**src/rtl/deco_exe_pipe_reg_pkg.sv**
```systemverilog
`default_nettype none
// ============================================================================
// Module      : deco_exe_pipe_reg_pkg
// Description : Shared types for the decode->execute pipeline register:
//               control-unit bundle, the NOP control constant, the held
//               payload record and the skid-buffer occupancy states.
// Revision    : 1.0 - initial release
// ============================================================================
package deco_exe_pipe_reg_pkg;

  // Payload field widths. The pipeline register's DATA_W / REG_ADDR_W
  // parameters default to these and must be kept equal to them.
  localparam int unsigned DE_DATA_W     = 32;
  localparam int unsigned DE_REG_ADDR_W = 4;

  // Control bundle produced by the control unit for one instruction.
  typedef struct packed {
    logic       reg_write;
    logic       mem_read;
    logic       mem_write;
    logic       mem_to_reg;
    logic       alu_src;
    logic       branch;
    logic       jump;
    logic [3:0] alu_op;
  } deco_exe_cu_signals;

  // Bubble control: every control bit inactive, so execute does nothing.
  localparam deco_exe_cu_signals CU_NOP = '0;

  // One beat as held in either the main or the skid entry.
  typedef struct packed {
    deco_exe_cu_signals         ctr;
    logic [DE_DATA_W-1:0]       op_a;
    logic [DE_DATA_W-1:0]       op_b;
    logic [DE_REG_ADDR_W-1:0]   rd;
    logic [DE_DATA_W-1:0]       pc;
    logic                       blink;
  } deco_exe_payload_t;

  // Occupancy of the two-entry buffer.
  typedef enum logic [1:0] {
    EMPTY = 2'd0,
    ONE   = 2'd1,
    TWO   = 2'd2
  } de_state_t;

endpackage
`default_nettype wire

```
**src/rtl/deco_exe_pipe_reg.sv**
```systemverilog
`default_nettype none
// ============================================================================
// Module      : deco_exe_pipe_reg
// Description : Decode->execute pipeline register with a 2-entry skid buffer.
//               The main entry drives the execute-side outputs; the skid
//               entry absorbs the beat accepted while execute stalls, so
//               in_ready depends on registered state only. A flush from
//               execute drops everything held and the beat offered that cycle.
// Ports       : clk, rst_n (async, active-low)
//               in_*      : decode-side beat + valid/ready handshake
//               out_*     : execute-side beat + valid/ready handshake
//               flush     : branch taken in execute, kill all work
//               stall_cnt : saturating count of out_valid & !out_ready cycles
// Revision    : 1.0 - initial release
// ============================================================================
module deco_exe_pipe_reg
  import deco_exe_pipe_reg_pkg::*;
#(
  parameter int unsigned DATA_W     = DE_DATA_W,
  parameter int unsigned REG_ADDR_W = DE_REG_ADDR_W,
  parameter int unsigned CNT_W      = 16
) (
  input  logic                  clk,
  input  logic                  rst_n,
  // decode side
  input  logic                  in_valid,
  output logic                  in_ready,
  input  deco_exe_cu_signals    in_ctr,
  input  logic [DATA_W-1:0]     in_op_a,
  input  logic [DATA_W-1:0]     in_op_b,
  input  logic [REG_ADDR_W-1:0] in_rd,
  input  logic [DATA_W-1:0]     in_pc,
  input  logic                  in_blink,
  // execute side
  output logic                  out_valid,
  input  logic                  out_ready,
  output deco_exe_cu_signals    out_ctr,
  output logic [DATA_W-1:0]     out_op_a,
  output logic [DATA_W-1:0]     out_op_b,
  output logic [REG_ADDR_W-1:0] out_rd,
  output logic [DATA_W-1:0]     out_pc,
  output logic                  out_blink,
  // control / status
  input  logic                  flush,
  output logic [CNT_W-1:0]      stall_cnt
);

  localparam logic [CNT_W-1:0] c_CNT_MAX = {CNT_W{1'b1}};
  localparam logic [CNT_W-1:0] c_CNT_ONE = {{(CNT_W-1){1'b0}}, 1'b1};

  de_state_t         r_state;
  de_state_t         w_state_nxt;
  deco_exe_payload_t r_main;
  deco_exe_payload_t r_skid;
  deco_exe_payload_t w_in_beat;
  logic [CNT_W-1:0]  r_stall_cnt;

  logic w_acc;
  logic w_take;
  logic w_load_main;
  logic w_load_skid;
  logic w_skid_to_main;
  logic w_stall;

  assign w_in_beat = '{ctr:   in_ctr,
                       op_a:  in_op_a,
                       op_b:  in_op_b,
                       rd:    in_rd,
                       pc:    in_pc,
                       blink: in_blink};

  // Both handshake flags come straight from the state register, which keeps
  // out_ready out of the in_ready cone.
  assign in_ready  = (r_state != TWO);
  assign out_valid = (r_state != EMPTY);

  assign w_acc   = in_valid & in_ready;
  assign w_take  = out_valid & out_ready;
  assign w_stall = out_valid & ~out_ready & ~flush;

  // --------------------------------------------------------------------------
  // Next-state / entry-load decode
  // --------------------------------------------------------------------------
  always_comb begin
    w_state_nxt    = r_state;
    w_load_main    = 1'b0;
    w_load_skid    = 1'b0;
    w_skid_to_main = 1'b0;

    case (r_state)
      EMPTY: begin
        if (w_acc) begin
          w_state_nxt = ONE;
          w_load_main = 1'b1;
        end
      end
      ONE: begin
        if (w_acc && w_take) begin
          // Head leaves while the new beat arrives: replace in place.
          w_load_main = 1'b1;
        end else if (w_acc) begin
          w_state_nxt = TWO;
          w_load_skid = 1'b1;
        end else if (w_take) begin
          w_state_nxt = EMPTY;
        end
      end
      TWO: begin
        // in_ready is low here, so only the drain case exists.
        if (w_take) begin
          w_state_nxt    = ONE;
          w_skid_to_main = 1'b1;
        end
      end
      default: begin
        w_state_nxt = EMPTY;
      end
    endcase

    // Flush overrides everything; a beat accepted this cycle is discarded.
    if (flush) begin
      w_state_nxt    = EMPTY;
      w_load_main    = 1'b0;
      w_load_skid    = 1'b0;
      w_skid_to_main = 1'b0;
    end
  end

  // --------------------------------------------------------------------------
  // State, payload entries and stall counter
  // --------------------------------------------------------------------------
  always_ff @(posedge clk or negedge rst_n) begin
    if (!rst_n) begin
      r_state     <= EMPTY;
      r_main      <= '0;
      r_skid      <= '0;
      r_stall_cnt <= '0;
    end else begin
      r_state <= w_state_nxt;

      if (w_load_main) begin
        r_main <= w_in_beat;
      end else if (w_skid_to_main) begin
        r_main <= r_skid;
      end

      if (w_load_skid) begin
        r_skid <= w_in_beat;
      end

      if (w_stall && (r_stall_cnt != c_CNT_MAX)) begin
        r_stall_cnt <= r_stall_cnt + c_CNT_ONE;
      end
    end
  end

  // --------------------------------------------------------------------------
  // Outputs: control and destination are masked to a NOP bubble when empty;
  // data and PC simply show the last main entry.
  // --------------------------------------------------------------------------
  assign out_ctr   = out_valid ? r_main.ctr : CU_NOP;
  assign out_rd    = out_valid ? r_main.rd  : '0;
  assign out_blink = out_valid & r_main.blink;
  assign out_op_a  = r_main.op_a;
  assign out_op_b  = r_main.op_b;
  assign out_pc    = r_main.pc;
  assign stall_cnt = r_stall_cnt;

endmodule
`default_nettype wire

```
**config.mk**
```make
export PLATFORM = sky130hd
export DESIGN_NAME = deco_exe_pipe_reg
export DESIGN_NICKNAME = d
export VERILOG_FILES = /design/src/rtl/deco_exe_pipe_reg_pkg.sv /design/src/rtl/deco_exe_pipe_reg.sv
export SDC_FILE = /design/constraint.sdc
export NUM_CORES = 1
export LEC_CHECK = 0
export CAP_MARGIN = 20
export CELL_PAD_IN_SITES_DETAIL_PLACEMENT = 1
export CELL_PAD_IN_SITES_GLOBAL_PLACEMENT = 2
export CORE_UTILIZATION = 33
export DETAILED_ROUTE_END_ITERATION = 16
export GPL_ROUTABILITY_DRIVEN = 1
export MAX_ROUTING_LAYER = met4
export PLACE_DENSITY = 0.92
export RECOVER_POWER = 25
export SYNTH_ARGS = -nofsm -noshare
export SYNTH_HDL_FRONTEND = slang
export SYNTH_SLANG_ARGS = --single-unit
```
**constraint.sdc**
```tcl
create_clock -name clk -period 2.4 [get_ports clk]
set_input_delay 0.48 -clock clk [delete_from_list [all_inputs] [get_ports clk]]
set_output_delay 0.48 -clock clk [all_outputs]
set_load 0.1 [all_outputs]
```
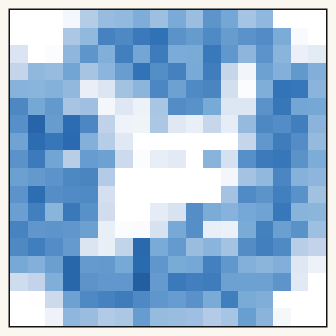
Fig. 1. Local utilization (run 1).
18 x 18 tiles, from white (low) to dark blue (high), 0 to 100% covered.
The emptiest ninth of the die: centre. The fullest tile reaches 82%. 3.1% of the tiles are over 75% full.
starting density of the core: 33.8%
Finished Core Util: 44.2%
core area: 32700 um^2

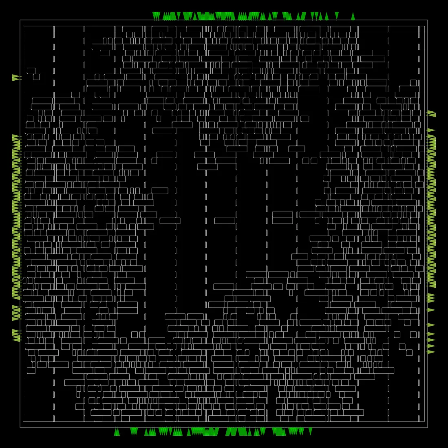
Fig. 2. Cell outlines without signal wires (run 1).
Rows: 66
flop share of the area: 41.9%
sequential cell count: 242
num tapcells: 442
# fillers: 3468

==> changes_impl.md, run 1 <==
### Physical design

* Status: completed
* Clock Sinks at 242
* # resized after CTS at 1
* Worst slew pin tran at 1160 ps
* Worst relative slew slack at 22.4%
* M1 WL at 11400 um
* DRC at 0
* Yosys Instances at 929
* Count leader, synth: dfrtp_1
* Layout cells sized above 1 at 24.6%
* Post-CTS setup buffer count at 0
* Die x size at 185 um
* Netlist area before placement at 11000 um^2
* Top reg by flops: r_skid
* Post-route ant nets at 0
* Logic share of the area at 27.9%
* Largest net degree at the start of global routing at 76
* Met2 Routed Length at 13600 um
* Post-synth top cells: dfrtp_1 (242), nor2_1 (116), a21oi_1 (114), mux2i_1 (113), buf_4 (105)
* RSZ-0062 raised after global routing: false
* Req. time, crit path at 1920 ps
* Worst-path fanout max at 21
* Synth Register Bits at 242
* Multi-input gates at 535
* Global-route usage over all layers at 16.7%
* Seq pwr share at 37.6%
* Top cell category: sequential cells
* Busiest metal layer after global routing: met2
* Vias in the first global route at 8129
* Slew Limit Fails at 0
* Final setup viols at 0
* WHS Path Cells at 1
* Router iterations before antenna repair at 4
* Dominant register cell: dfrtp_1
* Hold EP: r_skid[66]
* Yosys warning count at 0
* Critical path's top delay family: simple AND/OR/NAND/NOR gates
* Layout clock area frac at 6.25%
* I/O pin cnt at 247
* Combinational Power Share at 34.1%
* Maxcap violations at 0
* Power per cell area at 1020 nW/um^2
* Top cell excl fill/tap: dfrtp_1
* N_diodes at 0
* FF-to-FF setup slack at 400 ps
* P_sw at 5.85 mW
* Final GP Congestion at 0.762
* Number of enable flip-flop cells at 0
* CTS tree: done
* Final TNS setup at 0 ps
* H-Tree Level Count at 1
* Setup crit end: out_rd[1]
* Deepest clock path buffer count at 3
* Vias at 7329
* Tot Pwr at 14.7 mW
* MI comb area at 4030 um^2
* Biggest area cells: dfrtp_1 (55%), mux2i_1 (10%), mux2_1 (8.7%)
* Top cells excl fill/tap: dfrtp_1 (234), buf_4 (136), nor2_1 (116)
* Crit Path Class: reg -> out
* Clock buf count at 40
* Synth cell types at 41
* Slowest CP cell: dfrtp_1
* Syn_area_per_cell at 11.9 um^2
* Non-clock buffers, area share at 20.0%
* Clk slew on worst S/H paths at 60 ps
* Worst R2R Start: stall_cnt[0]
* DP Area at 13600 um^2
* Syn Nets at 1047
* Buffers excl. clock at 290
* Synth Instances at 929
* Overall routed net length at 27700 um
* Final setup margin at 77.3 ps
* Log Warnings at 26
* Max layer used: met4
* Met1 GRT Util at 19.5%
* Fmax at 431 MHz
* Register Area at 6070 um^2
* Levels on crit path at 3
* Synthesis area per yosys at 11000 um^2
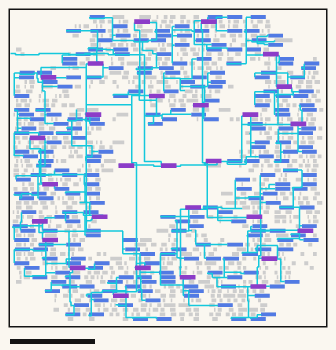
Fig. 3. Routed clock nets over the placement (run 1).
Scale bar: 50 um.
Key: clock wires = cyan [length 3470 um]; flip-flops = blue [count 242]; clock-net drivers = purple [count 28]
There are 29 routed clock nets. Position of the flops: spread over the die.
clock-net power: 4.17 mW
Worst Skew: 11.2 ps

==> run 1: cells by family (layout without fill, tap and decap cells) <==
| kind of cell | count (synthesis) | in the layout | synth area share [%] |
|---|---|---|---|
| flops | 242 | 242 | 54.8 |
| mux | 228 | 228 | 22.0 |
| simple gates | 171 | 171 | 7.12 |
| buf+inv | 152 | 343 | 8.95 |
| compound gates | 124 | 124 | 6.17 |
| xor+xnor | 11 | 11 | 0.872 |
| fa+ha+maj | 1 | 1 | 0.113 |
==> run 1: power groups by stage <==
stage	sequential, mW	clock [mW]	combinational [mW]
after floorplan	5.68	0	3.92
after global placement	5.56	0	4.95
after detailed placement	5.62	0	5.06
after CTS	5.56	4.30	5.08
after global routing	5.68	4.46	5.25
final	5.55	4.17	5.02
==> run 2, diff against run 1 <==
--- a/config.mk
+++ b/config.mk
@@ -14,6 +14,7 @@
 export MAX_ROUTING_LAYER = met4
 export PLACE_DENSITY = 0.92
 export RECOVER_POWER = 25
+export SLEW_MARGIN = 20
 export SYNTH_ARGS = -nofsm -noshare
 export SYNTH_HDL_FRONTEND = slang
 export SYNTH_SLANG_ARGS = --single-unit
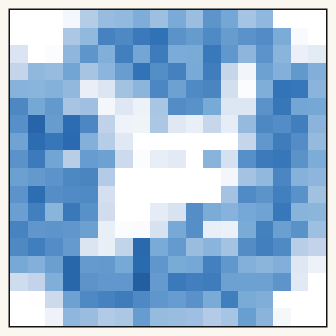
Fig. 4. Local utilization (run 2).
18 x 18 tiles, from white (low) to dark blue (high), 0 to 100% covered.
14% of the tiles are nearly empty. The emptiest ninth of the die: centre. 3.1% of the tiles are over 75% full. The fullest tile reaches 82%. The mean over all tiles is 41%.

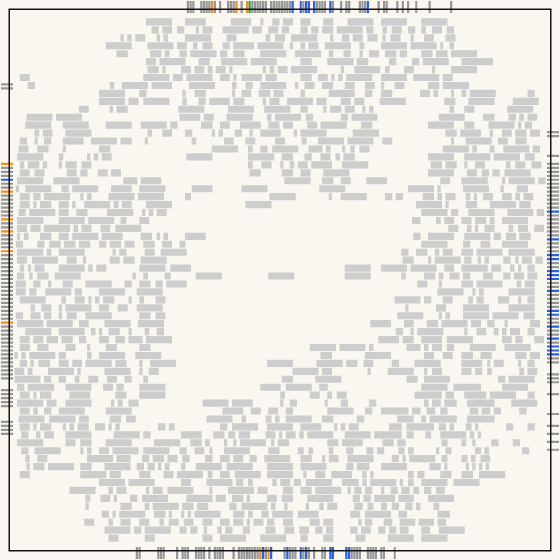
Fig. 5. I/O pins on the die edge (run 2).
Pins as bars across the die edge, other pins in grey.
Key: out_valid = green [pins 1, direction output, edge north]; in_ctr = orange [pins 11, direction input, edge 6 west, 3 north, 2 south]; out_pc = blue [pins 32, direction output, edge 15 east, 9 south, 7 north, 1 west]

==> run 2 against run 1 <==
  * Critical path depth did not move
  * Clock skew did not move
  * Core utilization did not move
  * Routed wire length did not move
  * Combinational power barely moved
  * Cell area did not move
  * Clock power barely moved
  * Sequential share of layout area did not move
  * Sequential power barely moved
  * Flip-flop count did not move
  * Die size did not move
  * Synthesized cell count did not move
  * Largest power group unchanged
  * Highest routed layer unchanged
==> changes_impl.md, run 2 <==
### Physical design

* Clock Sinks at 242 (unchanged)
* Synth Instances at 929 (unchanged)
* Layout cells sized above 1 at 24.6% (unchanged)
* N_diodes at 0 (unchanged)
* Max layer used: met4
* RSZ-0062 raised after global routing: false
* Register Area at 6070 um^2 (unchanged)
* Vias at 7329 (unchanged)
* Post-CTS setup buffer count at 0 (unchanged)
* Final GP Congestion at 0.762 (unchanged)
* Combinational Power Share at 34.1% (about the same)
* Biggest area cells: dfrtp_1 (55%), mux2i_1 (10%), mux2_1 (8.7%)
* Slowest CP cell: dfrtp_1
* Mux area share at 22.0% (unchanged)
* CTS tree: done
* Worst R2R Start: stall_cnt[0]
* Final TNS setup at 0 ps (unchanged)
* Core area at 32700 um^2 (unchanged)
* Number of enable flip-flop cells at 0 (unchanged)
* Global-route usage over all layers at 16.7% (unchanged)
* Clk pwr share at 28.3%
* Clk slew on worst S/H paths at 60 ps (about the same)
* Syn Nets at 1047 (unchanged)
* Clock-net power at 4.17 mW (about the same)
* Vias in the first global route at 8129 (unchanged)
* Rows at 66 (unchanged)
* Top Consumer: sequential cells
* Top cells excl fill/tap: dfrtp_1 (234), buf_4 (136), nor2_1 (116)
* MI comb area at 4030 um^2 (unchanged)
* Simple-gate share of the synthesized area at 7.12% (unchanged)
* Syn_area_per_cell at 11.9 um^2 (unchanged)
* Top reg by flops: r_skid
* Yosys warning count at 0 (unchanged)
* Netlist area before placement at 11000 um^2 (unchanged)
* Top cell excl fill/tap: dfrtp_1
* P_sw at 5.85 mW (unchanged)
* Dominant register cell: dfrtp_1
* Post-Synth XOR/XNOR Area at 0.872% (unchanged)
* Met2 Routed Length at 13600 um (unchanged)
* Worst-path fanout max at 21 (unchanged)
* Final setup viols at 0 (unchanged)
* Yosys Instances at 929 (unchanged)
* Router iterations before antenna repair at 4 (unchanged)
* Synthesis area per yosys at 11000 um^2 (unchanged)
* H-Tree Level Count at 1 (unchanged)
* Maxcap violations at 0 (unchanged)
* Busiest metal layer after global routing: met2
* Final setup margin at 77.3 ps (unchanged)
* Power per cell area at 1020 nW/um^2 (unchanged)
* P_seq at 5.55 mW (about the same)
* Top comb family, area: multiplexers
* Worst Skew at 11.2 ps (unchanged)
* Req. time, crit path at 1920 ps (about the same)
* Critical path's top delay family: simple AND/OR/NAND/NOR gates
* Comb. pwr at 5.02 mW (about the same)
* I/O pin cnt at 247 (unchanged)
* Largest net degree at the start of global routing at 76 (unchanged)
* # fillers at 3468 (unchanged)
* Fa+ha+maj area frac at 0.113% (unchanged)
* Ao+oa area frac at 6.17% (unchanged)
* Count leader, synth: dfrtp_1
* DP Area at 13600 um^2 (unchanged)
* Worst relative slew slack at 22.4% (unchanged)
* Log Warnings at 26 (unchanged)
* Fmax at 431 MHz (unchanged)
* Tot Pwr at 14.7 mW (unchanged)
* Crit Path Class: reg -> out
* Starting density of the core at 33.8% (unchanged)
* Status: completed
* Seq pwr share at 37.6% (about the same)
* Synth Register Bits at 242 (unchanged)
* Synth cell types at 41 (unchanged)
==> run 2: area by class of cell <==
cell class / count / share of cell area [%]
flip-flops and latches: 242 / 41.9
clock inverters: 10 / 0.605
repair buffers: 290 / 20.0
well taps: 442 / 3.82
inverters: 3 / 0.0778
multi-input cells: 535 / 27.9
clock buffers: 40 / 5.65
==> run 2: final timing paths <==
path	end	slack (ps)	cells after the start
setup / recovery	out_rd[1]	80	3
hold / removal	r_skid[66]	490	1
setup reg to reg	stall_cnt[1]	400	5
hold reg to reg	r_skid[66]	490	1
max in group asynchronous	r_skid[46]	380	3
min in group asynchronous	out_op_a[31]	740	2
==> run 2: timing repair <==
item | 4_1_cts | 5_1_grt
gates resized | 1 | 0
hold endpoints to repair | 67 | 0
hold buffers | 1 | 0
endpoints found under the setup margin | 16 | 0
==> run 3, diff against run 2 <==
--- a/config.mk
+++ b/config.mk
@@ -10,7 +10,7 @@
 export CELL_PAD_IN_SITES_GLOBAL_PLACEMENT = 2
 export CORE_UTILIZATION = 33
 export DETAILED_ROUTE_END_ITERATION = 16
-export GPL_ROUTABILITY_DRIVEN = 1
+export GPL_TIMING_DRIVEN = 0
 export MAX_ROUTING_LAYER = met4
 export PLACE_DENSITY = 0.92
 export RECOVER_POWER = 25
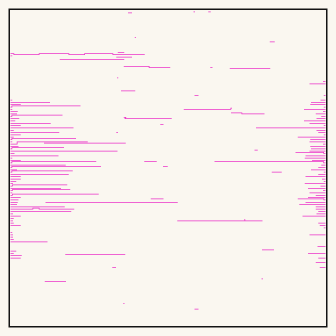
Fig. 6. Metal 3 (run 3).
The layer holds 6.7% of the routed length. The longest straight run is 77.1 um.
M3 GR Usage: 4.54%
overall routed net length: 30500 um
vias: 7898

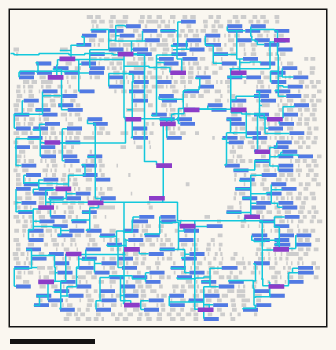
Fig. 7. Routed clock nets over the placement (run 3).
Scale bar: 50 um.
Key: flip-flops = blue [count 242]; clock-net drivers = purple [count 27]; clock wires = cyan [length 3310 um]
Position of the flops: spread over the die.

==> run 3 against run 2 <==
  * Flip-flop count stayed put
  * Cell count is 7.2% higher
  * Count of clock-buffer cells in the layout up 1
  * Maximum frequency down 1.1%
  * Critical path depth decreased by 1
  * Total power grew 1.2%
  * Setup slack got worse by 26 ps
  * Die size unchanged
  * Non-clock buffer count rose by 111
  * Clock power down 1%
  * Clock skew barely moved
  * Synthesized area did not move
==> changes_impl.md, run 3 <==
### Physical design

* Status: completed
* Syn Nets at 1047 (unchanged)
* H-Tree Level Count at 1 (unchanged)
* Log Warnings at 26 (unchanged)
* Req. time, crit path at 1920 ps (about the same)
* Dominant register cell: dfrtp_1
* Synthesis area per yosys at 11000 um^2 (unchanged)
* Global-route usage over all layers at 18.5% (+1.8 points)
* Setup crit end: out_pc[27]
* DP Area at 14100 um^2 (+4.2%)
* Syn_area_per_cell at 11.9 um^2 (unchanged)
* Clock Sinks at 242 (unchanged)
* Slowest CP cell: dlygate4sd2_1
* Final setup margin at 50.8 ps (-26.5 ps)
* Clock-net power at 4.12 mW (-1%)
* Clk pwr share at 27.6% (-0.7 points)
* Layout cells sized above 1 at 21.1% (-3.6 points)
* Power per cell area at 994 nW/um^2 (-2.5%)
* Clk slew on worst S/H paths at 60 ps (about the same)
* Final GP Congestion at 0.754 (-0.95%)
* P_seq at 5.55 mW (about the same)
* CTS tree: done
* Seq pwr share at 37.2% (-0.4 points)
* Fmax at 426 MHz (-1.1%)
* RSZ-0062 raised after global routing: false
* Maxcap violations at 0 (unchanged)
* Top Consumer: sequential cells
* Biggest area cells: dfrtp_1 (55%), mux2i_1 (10%), mux2_1 (8.7%)
* Top reg by flops: r_skid
* Final TNS setup at 0 ps (unchanged)
* # resized after CTS at 259 (+258)
* Max layer used: met4
* Met2 Routed Length at 15500 um (+14%)
* Starting density of the core at 33.8% (unchanged)
* Core area at 32700 um^2 (unchanged)
* Netlist area before placement at 11000 um^2 (unchanged)
* Post-CTS setup buffer count at 1 (+1)
* FF-to-FF setup slack at 220 ps (-180 ps)
* P_sw at 5.84 mW (about the same)
* Hold EP: r_skid[25]
* Busiest metal layer after global routing: met2
* Tot Pwr at 14.9 mW (+1.2%)
* Yosys Instances at 929 (unchanged)
* # hold bufs at CTS at 1 (unchanged)
* Crit Path Class: reg -> out
* Vias in the first global route at 8725 (+7.3%)
* Synth Register Bits at 242 (unchanged)
* Worst Skew at 10.8 ps (-0.414 ps)
* Levels on crit path at 2 (-1)
* R2R cell count at 6 (+1)
* Reg-to-Reg End: out_pc[16]
* Rows at 66 (unchanged)
* Number of enable flip-flop cells at 0 (unchanged)
* # fillers at 3553 (+2.5%)
* Worst-path fanout max at 2 (-90%)
* Comb. pwr at 5.25 mW (+4.6%)
* Critical path's top delay family: buffers and inverters
[run 3: cell counts after synthesis]
No cell type changed its count.
[run 3: logic make-up (layout without fill, tap and decap cells)]
kind of cell	after synthesis	after routing	synth area share, %
AOI/OAI and AO/OA	124	124	6.17
buffers and inverters	152	452	8.95
xor gates and xnor gates	11	11	0.872
other	0	2	0
adders and majority gates	1	1	0.113
DFF	242	242	54.8
muxes	228	228	22.0
and+or+nand+nor	171	172	7.12
[run 3: final cells by class]
class | instances | area share [%]
tap | 442 | 3.68
antenna | 2 | 0.0333
buffer | 148 | 6.63
sequential | 242 | 40.4
clock buffer | 41 | 5.32
inverter | 3 | 0.0750
clock inverter | 7 | 0.583
timing repair buffer | 253 | 16.4
multi-input combinational | 536 | 26.9
No activity file was given, so power comes from the tool's default toggle rates.
